**Run 1: close-up of the layout**

The bar under the picture is 20 microns long. Region (16, 16) to (66, 66) microns. Cells in gray, sequential cells in the stronger gray; small squares are vias.
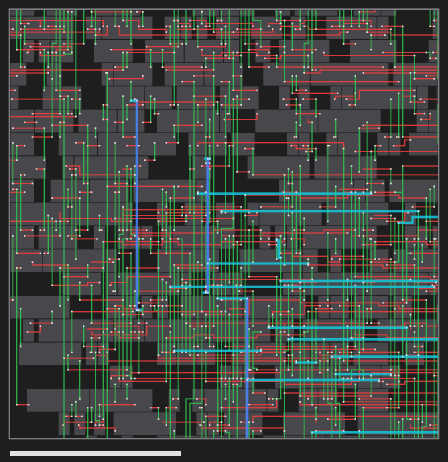
**Run 1: register map, names as in the netlist**

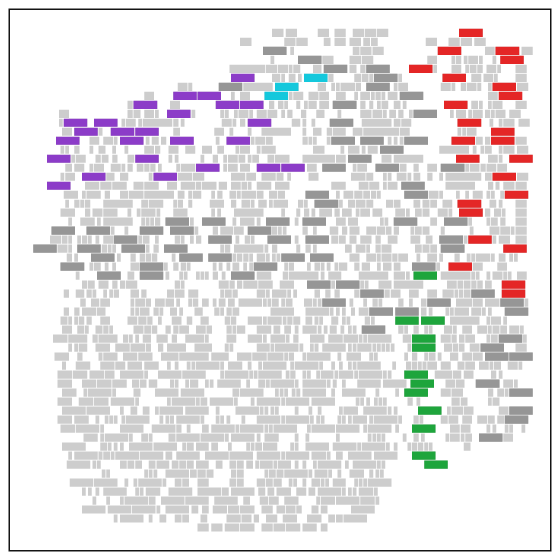
**Run 1: wire density map**

The bar under the picture is 50 microns long. The die is cut into 33 by 33 equal tiles; black is low, pale yellow is high, scaled to the fullest tile. Values are wire area over tile area, all layers added.
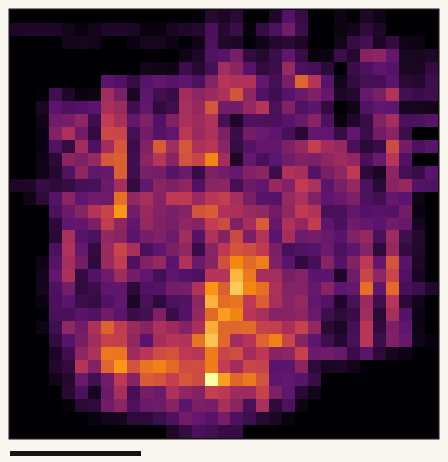
**Run 1: cell outlines without signal wires**

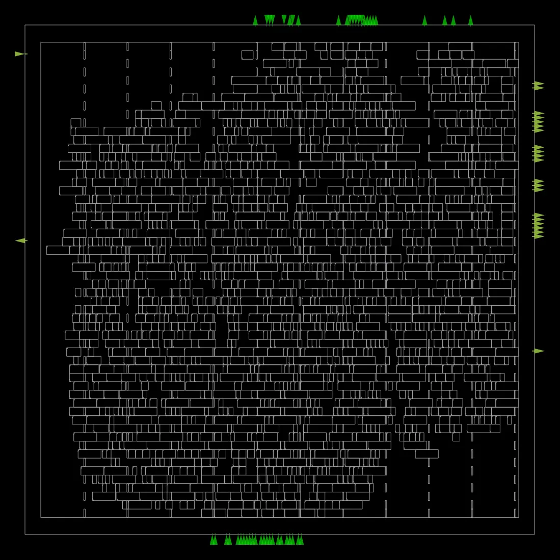
<file path="src/rtl/ccgc_pkg.sv">
// ccgc_pkg: shared FSM states, frame-store bit layout and decoder latency for the CCGC stream sequencer
package ccgc_pkg;
  typedef enum logic [2:0] {IDLE, SOF, LINE, HBLANK, DRAIN, DONE} ccgc_state_e;
  localparam int unsigned RD_CCP1_N = 0;
  localparam int unsigned RD_CCP2_N = 1;
  localparam int unsigned RD_CCP3_N = 2;
  localparam int unsigned RD_CCP4_N = 3;
  localparam int unsigned RD_CCP1_N_1 = 4;
  localparam int unsigned CCGC_DEC_LAT = 6;
endpackage

</file>
<file path="src/rtl/ccgc_raster_cnt.sv">
// ccgc_raster_cnt: column/line/address raster counters with last-column and last-line flags
module ccgc_raster_cnt
  import ccgc_pkg::*;
#(
  parameter int ADDR_W = 24,
  parameter int DIM_W = 12
) (
  input  logic              clk,
  input  logic              rst,
  input  logic              clr,
  input  logic              en,
  input  logic [DIM_W-1:0]  width,
  input  logic [DIM_W-1:0]  height,
  output logic [ADDR_W-1:0] addr,
  output logic              last_col,
  output logic              last_line
);
  logic [DIM_W-1:0] col_q, col_d, line_q, line_d;
  logic [ADDR_W-1:0] addr_q, addr_d;
  assign last_col = col_q == width - 1'b1;
  assign last_line = line_q == height - 1'b1;
  assign addr = addr_q;
  // address runs continuously across lines: line*width+col without a multiplier
  always_comb begin
    col_d = clr ? '0 : en ? (last_col ? '0 : col_q + 1'b1) : col_q;
    line_d = clr ? '0 : (en && last_col) ? line_q + 1'b1 : line_q;
    addr_d = clr ? '0 : en ? addr_q + 1'b1 : addr_q;
  end
  always_ff @(posedge clk) begin
    if (rst) begin
      col_q <= '0;
      line_q <= '0;
      addr_q <= '0;
    end else begin
      col_q <= col_d;
      line_q <= line_d;
      addr_q <= addr_d;
    end
  end
endmodule

</file>
<file path="src/rtl/ccgc_stream_seq.sv">
// ccgc_stream_seq: replays a stored 5-plane CCGC frame into the decoder as a raster stream and waits for its beats.
// Define CCGC_SEQ_TIMEOUT_EN to bound the DRAIN wait by TIMEOUT cycles.
module ccgc_stream_seq
  import ccgc_pkg::*;
#(
  parameter int ADDR_W = 24,
  parameter int DIM_W = 12,
  parameter int FV_PRE = 4,
  parameter int H_BLANK = 8,
  parameter int TIMEOUT = 1024
) (
  input  logic              clk,
  input  logic              rst,
  input  logic              start,
  input  logic              abort,
  input  logic [DIM_W-1:0]  img_width,
  input  logic [DIM_W-1:0]  img_height,
  output logic              rd_en,
  output logic [ADDR_W-1:0] rd_addr,
  input  logic [4:0]        rd_data,
  output logic              frame_valid,
  output logic              line_valid,
  output logic              gray_ccp1_n,
  output logic              gray_ccp2_n,
  output logic              gray_ccp3_n,
  output logic              gray_ccp4_n,
  output logic              gray_ccp1_n_1,
  input  logic              K_valid,
  output logic              busy,
  output logic              done,
  output logic              even_frame,
  output logic              err
);
  localparam int PH_W = $clog2(TIMEOUT + FV_PRE + H_BLANK + 1) + 1;
  ccgc_state_e state_q, state_d;
  logic [PH_W-1:0] ph_q, ph_d;
  logic [DIM_W-1:0] w_q, w_d, h_q, h_d;
  logic [ADDR_W:0] total_q, total_d, kcnt_q, kcnt_d;
  logic err_q, err_d, ef_q, ef_d, done_q, done_d, lv_q, lv_d;
  logic last_col, last_line, req, accept, bad, k_beat, k_full, tmo;
  assign req = state_q == IDLE && start && !abort;
  assign accept = req && |img_width && |img_height;
  assign bad = req && !(|img_width && |img_height);
  assign k_beat = K_valid && state_q != IDLE && !abort;
  assign k_full = kcnt_q >= total_q;
`ifdef CCGC_SEQ_TIMEOUT_EN
  assign tmo = state_q == DRAIN && !k_full && ph_q == PH_W'(TIMEOUT - 1);
`else
  assign tmo = 1'b0;
`endif
  ccgc_raster_cnt #(.ADDR_W(ADDR_W), .DIM_W(DIM_W)) u_cnt (
    .clk(clk), .rst(rst), .clr(accept), .en(rd_en), .width(w_q), .height(h_q),
    .addr(rd_addr), .last_col(last_col), .last_line(last_line)
  );
  always_comb begin
    state_d = state_q;
    case (state_q)
      IDLE: state_d = accept ? SOF : IDLE;
      SOF: state_d = ph_q == PH_W'(FV_PRE - 1) ? LINE : SOF;
      LINE: state_d = last_col ? (last_line ? DRAIN : HBLANK) : LINE;
      HBLANK: state_d = ph_q == PH_W'(H_BLANK - 1) ? LINE : HBLANK;
      DRAIN: state_d = (k_full || tmo) ? DONE : DRAIN;
      default: state_d = IDLE;
    endcase
    if (abort) state_d = IDLE;
    ph_d = state_d == state_q ? ph_q + 1'b1 : '0;
    w_d = accept ? img_width : w_q;
    h_d = accept ? img_height : h_q;
    total_d = accept ? (ADDR_W+1)'(img_width) * (ADDR_W+1)'(img_height) : total_q;
    kcnt_d = accept ? '0 : kcnt_q + (ADDR_W+1)'(k_beat);
    err_d = accept ? 1'b0 : err_q | bad | (k_beat && k_full) | (tmo && !abort);
    ef_d = ef_q ^ accept;
    done_d = bad || state_d == DONE;
    lv_d = rd_en && !abort;
  end
  always_ff @(posedge clk) begin
    if (rst) begin
      state_q <= IDLE;
      ph_q <= '0;
      w_q <= '0;
      h_q <= '0;
      total_q <= '0;
      kcnt_q <= '0;
      err_q <= 1'b0;
      ef_q <= 1'b0;
      done_q <= 1'b0;
      lv_q <= 1'b0;
    end else begin
      state_q <= state_d;
      ph_q <= ph_d;
      w_q <= w_d;
      h_q <= h_d;
      total_q <= total_d;
      kcnt_q <= kcnt_d;
      err_q <= err_d;
      ef_q <= ef_d;
      done_q <= done_d;
      lv_q <= lv_d;
    end
  end
  // frame_valid stays up through the DRAIN cycle carrying the final line beat
  assign rd_en = state_q == LINE;
  assign line_valid = lv_q;
  assign frame_valid = state_q == SOF || state_q == LINE || state_q == HBLANK || lv_q;
  assign busy = state_q != IDLE && state_q != DONE;
  assign done = done_q;
  assign err = err_q;
  assign even_frame = ef_q;
  assign gray_ccp1_n = lv_q & rd_data[RD_CCP1_N];
  assign gray_ccp2_n = lv_q & rd_data[RD_CCP2_N];
  assign gray_ccp3_n = lv_q & rd_data[RD_CCP3_N];
  assign gray_ccp4_n = lv_q & rd_data[RD_CCP4_N];
  assign gray_ccp1_n_1 = lv_q & rd_data[RD_CCP1_N_1];
endmodule

</file>
<file path="config.mk">
export PLATFORM = sky130hd
export DESIGN_NAME = ccgc_stream_seq
export DESIGN_NICKNAME = d
export VERILOG_FILES = /design/src/rtl/ccgc_pkg.sv /design/src/rtl/ccgc_raster_cnt.sv /design/src/rtl/ccgc_stream_seq.sv
export SDC_FILE = /design/constraint.sdc
export NUM_CORES = 1
export LEC_CHECK = 0
export CORE_MARGIN = 5
export CORE_UTILIZATION = 50
export CTS_CLUSTER_SIZE = 8
export DETAILED_ROUTE_END_ITERATION = 10
export GPL_TIMING_DRIVEN = 0
export PLACE_DENSITY_LB_ADDON = 0.3
export SYNTH_ARGS = -nofsm -noshare
export SYNTH_HDL_FRONTEND = slang
export SYNTH_SLANG_ARGS = --single-unit
</file>
<file path="constraint.sdc">
create_clock -name clk -period 6.05 [get_ports clk]
set_input_delay 0.9075 -clock clk [delete_from_list [all_inputs] [get_ports clk]]
set_output_delay 0.9075 -clock clk [all_outputs]
set_load 0.005 [all_outputs]
</file>
==> out/qor.yml, run 1 <==
yosysWarnings: 0
fin_crit_ps: 5836
diodes: 0
grt_max_degree: 17
fp_util_pct: 50.36
comb_cells: 1049
place_inst: 1816
top_usage_layer: "met2"
cp_num_buf_inv: 5
drive_above_1_share_pct: 6.078
period_used_pct: 96.47
die_y_microns: 163.3
reg2regPathDepth: 10
grt.overflow.total: 0
startpoint: "img_width[5]"
power_mw: 4.528
largest_class: "combinational gates"
seqPwrFrac_pct: 22.1
holdPathEnd: "total_q[12]"
swShare_pct: 40.77
flop_cell: "dfxtp_1"
wl_per_cell_microns: 15.10
slew_viol_final: 0
topCellsByArea: "dfxtp_1 24%, fa_1 17%, ha_1 10%"
cts_resized: 46
route.vias.total: 9830
critPathMaxStageDelay_ps: 590
final_area_sq_mm: 0.01366
logic_area_sq_mm: 0.008100
synth_cell_types: 66
clk-power_mw: 1.10
regArea_sq_mm: 0.002803
setup_violations: 0
numPortBuffers: 67
r2r-end: "state_q[0]"
logic_family: "adder cells"
cts_buffer_depth: 2
hpwl_microns: 22220
ys_seq_share_pct: 23.85
worst_slew_pin_slew_ps: 863.2
yosys_cells: 1430
openroad.warnings: 26
buffer_area_share_pct: 7.951
cts-htree-levels: 4
drt_wl_total_microns: 27930
crit_path_start_kind: "input port"
drc_errors: 0
drtAntennaViolNets: 0
place_ws_ps: -952.3
ys_sh_simple_pct: 23.55
synthCells: 1430
synth_area_sq_mm: 0.01175
leakage_nw: 6.002
powerComb_mw: 2.43
worstPathMaxFanout: 10
critical_path_arrival_ps: 6110
top_area_share_pct: 23.85
lay_top_cells: "211 x nand2_1, 173 x inv_1, 140 x dfxtp_1"
ys_area_sq_mm: 0.01175
clk_latency_ps: 420
fp_nets: 1658
numCtsBuffers: 17
critPathCaptureType: "register"
vdd_drop_max_mv: 0.3344
power_leader: "combinational logic"
cts-root-buf: "clkbuf_16"
placed_area_sq_mm: 0.01282
met3_length_microns: 1175
rsz0062_at_grt: "no"
hold_violations: 0
switchingPower_mw: 1.846
grt_pass1_wl_microns: 48250
fin_hold_ws_ps: 452.9
ys_sh_mux_pct: 0.2555
num-clock-buffers: 19
drv_cap: 0
min_from: "total_q[12]"
postCtsSetupBuffers: 0
use_met2_pct: 38.21
synth-edff-count: 0
finalSetupTns_ps: 0
comb_share_pct: 59.30
min_path_type: "register to register"
r2r_setup_slack_ps: 2530
clock_skew_ps: 19.06
ys.flops: 140
fa_ha_area_share_pct: 27.04
path_delay_family: "adder cells"
crit_path_frequent_cell: "fa_1"
regMostFlops: "kcnt_q"
layout_top_cell: "nand2_1"
dr_wl_met2_microns: 13630
fp.coreArea_sq_mm: 0.02333
grt_pass1_vias: 10160
synth.top_cells.by_count: "212 x nand2_1, 173 x inv_1, 140 x dfxtp_1, 119 x nor2_1, 100 x fa_1"
worstPathRequired_ps: 6320
critPathSlowestCell: "clkdlybuf4s50_1"
run_status: "complete, no violations"
track_usage_pct: 22.16
wl_met1_microns: 12270
drt_iter0_markers: 567
gp_congestion: 0.9429
synthAoiAreaFrac_pct: 8.784
p_comb_share_pct: 53.6
use_met1_pct: 27.53
io_pins: 70
row_count: 56
clkTransAtPathRegs_ps: 60
dieWidth_microns: 163.3
Notes on 'close-up of the layout' above:
color	layer
blue	met4
cyan	met3
red	met1
green	met2
most frequent	fa_1 (39), inv_1 (37), nand2_1 (28)
sequential cells in the window	0
cells with their middle in the window	186

Notes on 'register map, names as in the netlist' above:
color	name in the netlist	sequential cells
purple	`kcnt_q`	25
cyan	`state_q`	3
red	`u_cnt.addr`	24
green	`w_q`	12
not colored	76

Notes on 'wire density map' above:
mean over tiles	0.17
nearly empty tiles	21%
fullest tile	0.70

Notes on 'cell outlines without signal wires' above:
Non-Filler Instances: 1,849
Seq cells: 140
sequential cell area share: 20.52%

**Run 1: cell classes on the final placement**

Fill, decap, tap and diode cells in gray.
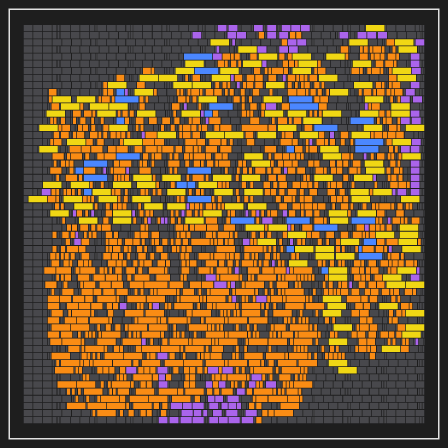

## Run 2: what changed since run 1
--- a/config.mk
+++ b/config.mk
@@ -13,4 +13,5 @@
 export PLACE_DENSITY_LB_ADDON = 0.3
 export SYNTH_ARGS = -nofsm -noshare
 export SYNTH_HDL_FRONTEND = slang
+export SYNTH_HIERARCHICAL = 1
 export SYNTH_SLANG_ARGS = --single-unit
==> constraint.sdc (replaced) <==
create_clock -name clk -period 5 [get_ports clk]
set_input_delay 0.75 -clock clk [delete_from_list [all_inputs] [get_ports clk]]
set_output_delay 0.75 -clock clk [all_outputs]
set_load 0.005 [all_outputs]
**Run 2: cell classes on the final placement**

Fill, decap, tap and diode cells in gray.
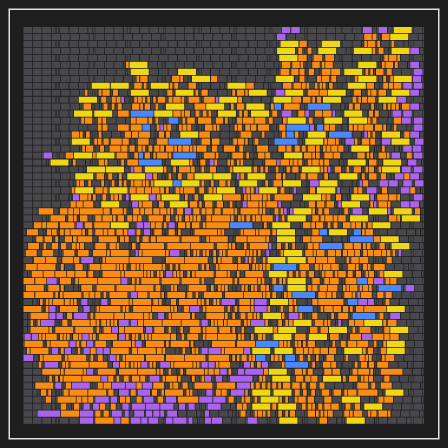
color	class	cells
yellow	flip-flops	140
orange	all other logic	1,273
purple	other buffers and delay cells	203
blue	clock drivers and dummy loads	32

**Run 2: wire density map**

The bar under the picture is 50 microns long. The die is cut into 33 by 33 equal tiles; black is low, pale yellow is high, scaled to the fullest tile. Values are wire area over tile area, all layers added.
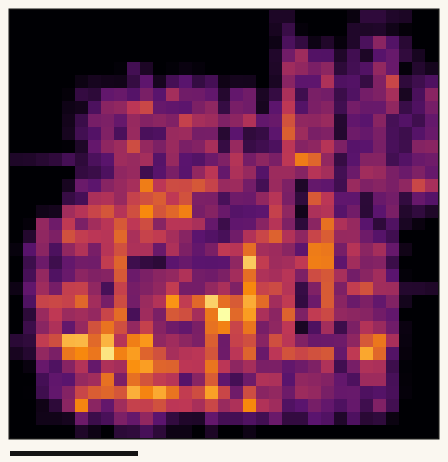
nearly empty tiles	22%
fullest tile	0.66
tiles over half the peak	15%
emptiest ninth of the die	top left
mean over tiles	0.18

==> run 2 against run 1 <==
Global-route usage rose by 0.31 points; first-iteration DRC count rose by 9.2%; total power rose by 39%; die size rose by 4.5%; non-clock buffer count rose by 67; the flow now finishes with violations (setup timing); utilization rose by 4.0 points; via count rose by 9.3%; worst setup slack got worse by 410 ps; synthesized cell count rose by 3.5%; routed wire length rose by 13%; worst hold slack improved by 8.4 ps; largest cell class unchanged; largest power group unchanged; combinational power rose by 59%.
==> out/qor.yml, run 2 <==
logic_area_sq_mm: 0.008895  # +9.8%
synthCells: 1480  # +3.5%
place_inst: 1872  # +3.1%
wl_met1_microns: 13250  # +8.0%
setup_violations: 5  # +5
synth_cell_types: 81  # +23%
fp_nets: 1708  # +3.0%
logic_family: "adder cells"
drtAntennaViolNets: 0  # unchanged
critPathCaptureType: "register"
finalSetupTns_ps: -536.5  # -536.5 ps
critPathSlowestCell: "fa_2"
fin_hold_ws_ps: 461.2  # +8.352 ps
fin_crit_ps: 5201
topCellsByArea: "dfxtp_1 23%, fa_1 16%, ha_1 9.6%"
min_from: "total_q[16]"
regArea_sq_mm: 0.002803  # unchanged
diodes: 0  # unchanged
met3_length_microns: 1550  # +32%
vdd_drop_max_mv: 0.4526  # +35%
powerComb_mw: 3.86  # +59%
holdPathEnd: "total_q[16]"
flops: 140  # unchanged
numCtsBuffers: 17  # unchanged
drt_iter0_markers: 619  # +9.2%
place_ws_ps: -1391  # -438.9 ps
grt.overflow.total: 0  # unchanged
top_area_share_pct: 22.77  # -1.1 points
io_pins: 70  # unchanged
num-clock-buffers: 17  # -2
run_status: "complete, but fails checks"
regMostFlops: "kcnt_q"
drive_above_1_share_pct: 16.75  # +11 points
layout_top_cell: "nand2_1"
clock_skew_ps: 9.408  # -9.653 ps
buffer_area_share_pct: 12.05  # +4.1 points
grt_pass1_wl_microns: 52180  # +8.1%
clk-power_mw: 1.23  # +10%
ys_area_sq_mm: 0.01231  # +4.8%
sh_seq_area_pct: 18.48  # -2.0 points
top_usage_layer: "met2"
hold_violations: 0  # unchanged
cp_num_buf_inv: 6  # +1
wl_per_cell_microns: 16.04  # +6.2%
yosysWarnings: 6  # +6
openroad.warnings: 29  # +12%
cts_buffer_depth: 2  # unchanged
drc_errors: 0  # unchanged
postCtsSetupBuffers: 57  # +57
placed_area_sq_mm: 0.01368  # +6.7%
worst_slew_pin_slew_ps: 776.6  # -86.61 ps
failed_checks: "setup timing"
p_comb_share_pct: 61.3  # +7.7 points
final_area_sq_mm: 0.01516  # +11%
rsz0062_at_grt: "yes"
grt_pass1_vias: 10830  # +6.6%
power_mw: 6.301  # +39%
switchingPower_mw: 2.620  # +42%
drv_cap: 0  # unchanged
slew_viol_final: 0  # unchanged
path_delay_family: "adder cells"
largest_class: "combinational gates"
grt_max_degree: 17  # unchanged
timing.final.ws_setup_ps: -200.7
power_leader: "combinational logic"
**Run 2: close-up of the layout**

The bar under the picture is 20 microns long. Region (17, 17) to (67, 67) microns. Cells in gray, sequential cells in the stronger gray; small squares are vias.
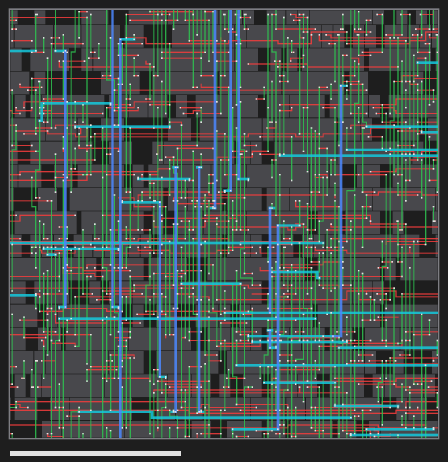
color	layer
cyan	met3
red	met1
green	met2
blue	met4
cells with their middle in the window	234
most frequent	inv_1 (50), fa_1 (49), nand2_1 (35)
sequential cells in the window	0

Power figures rest on the tool's default switching activity, not on a simulated workload.
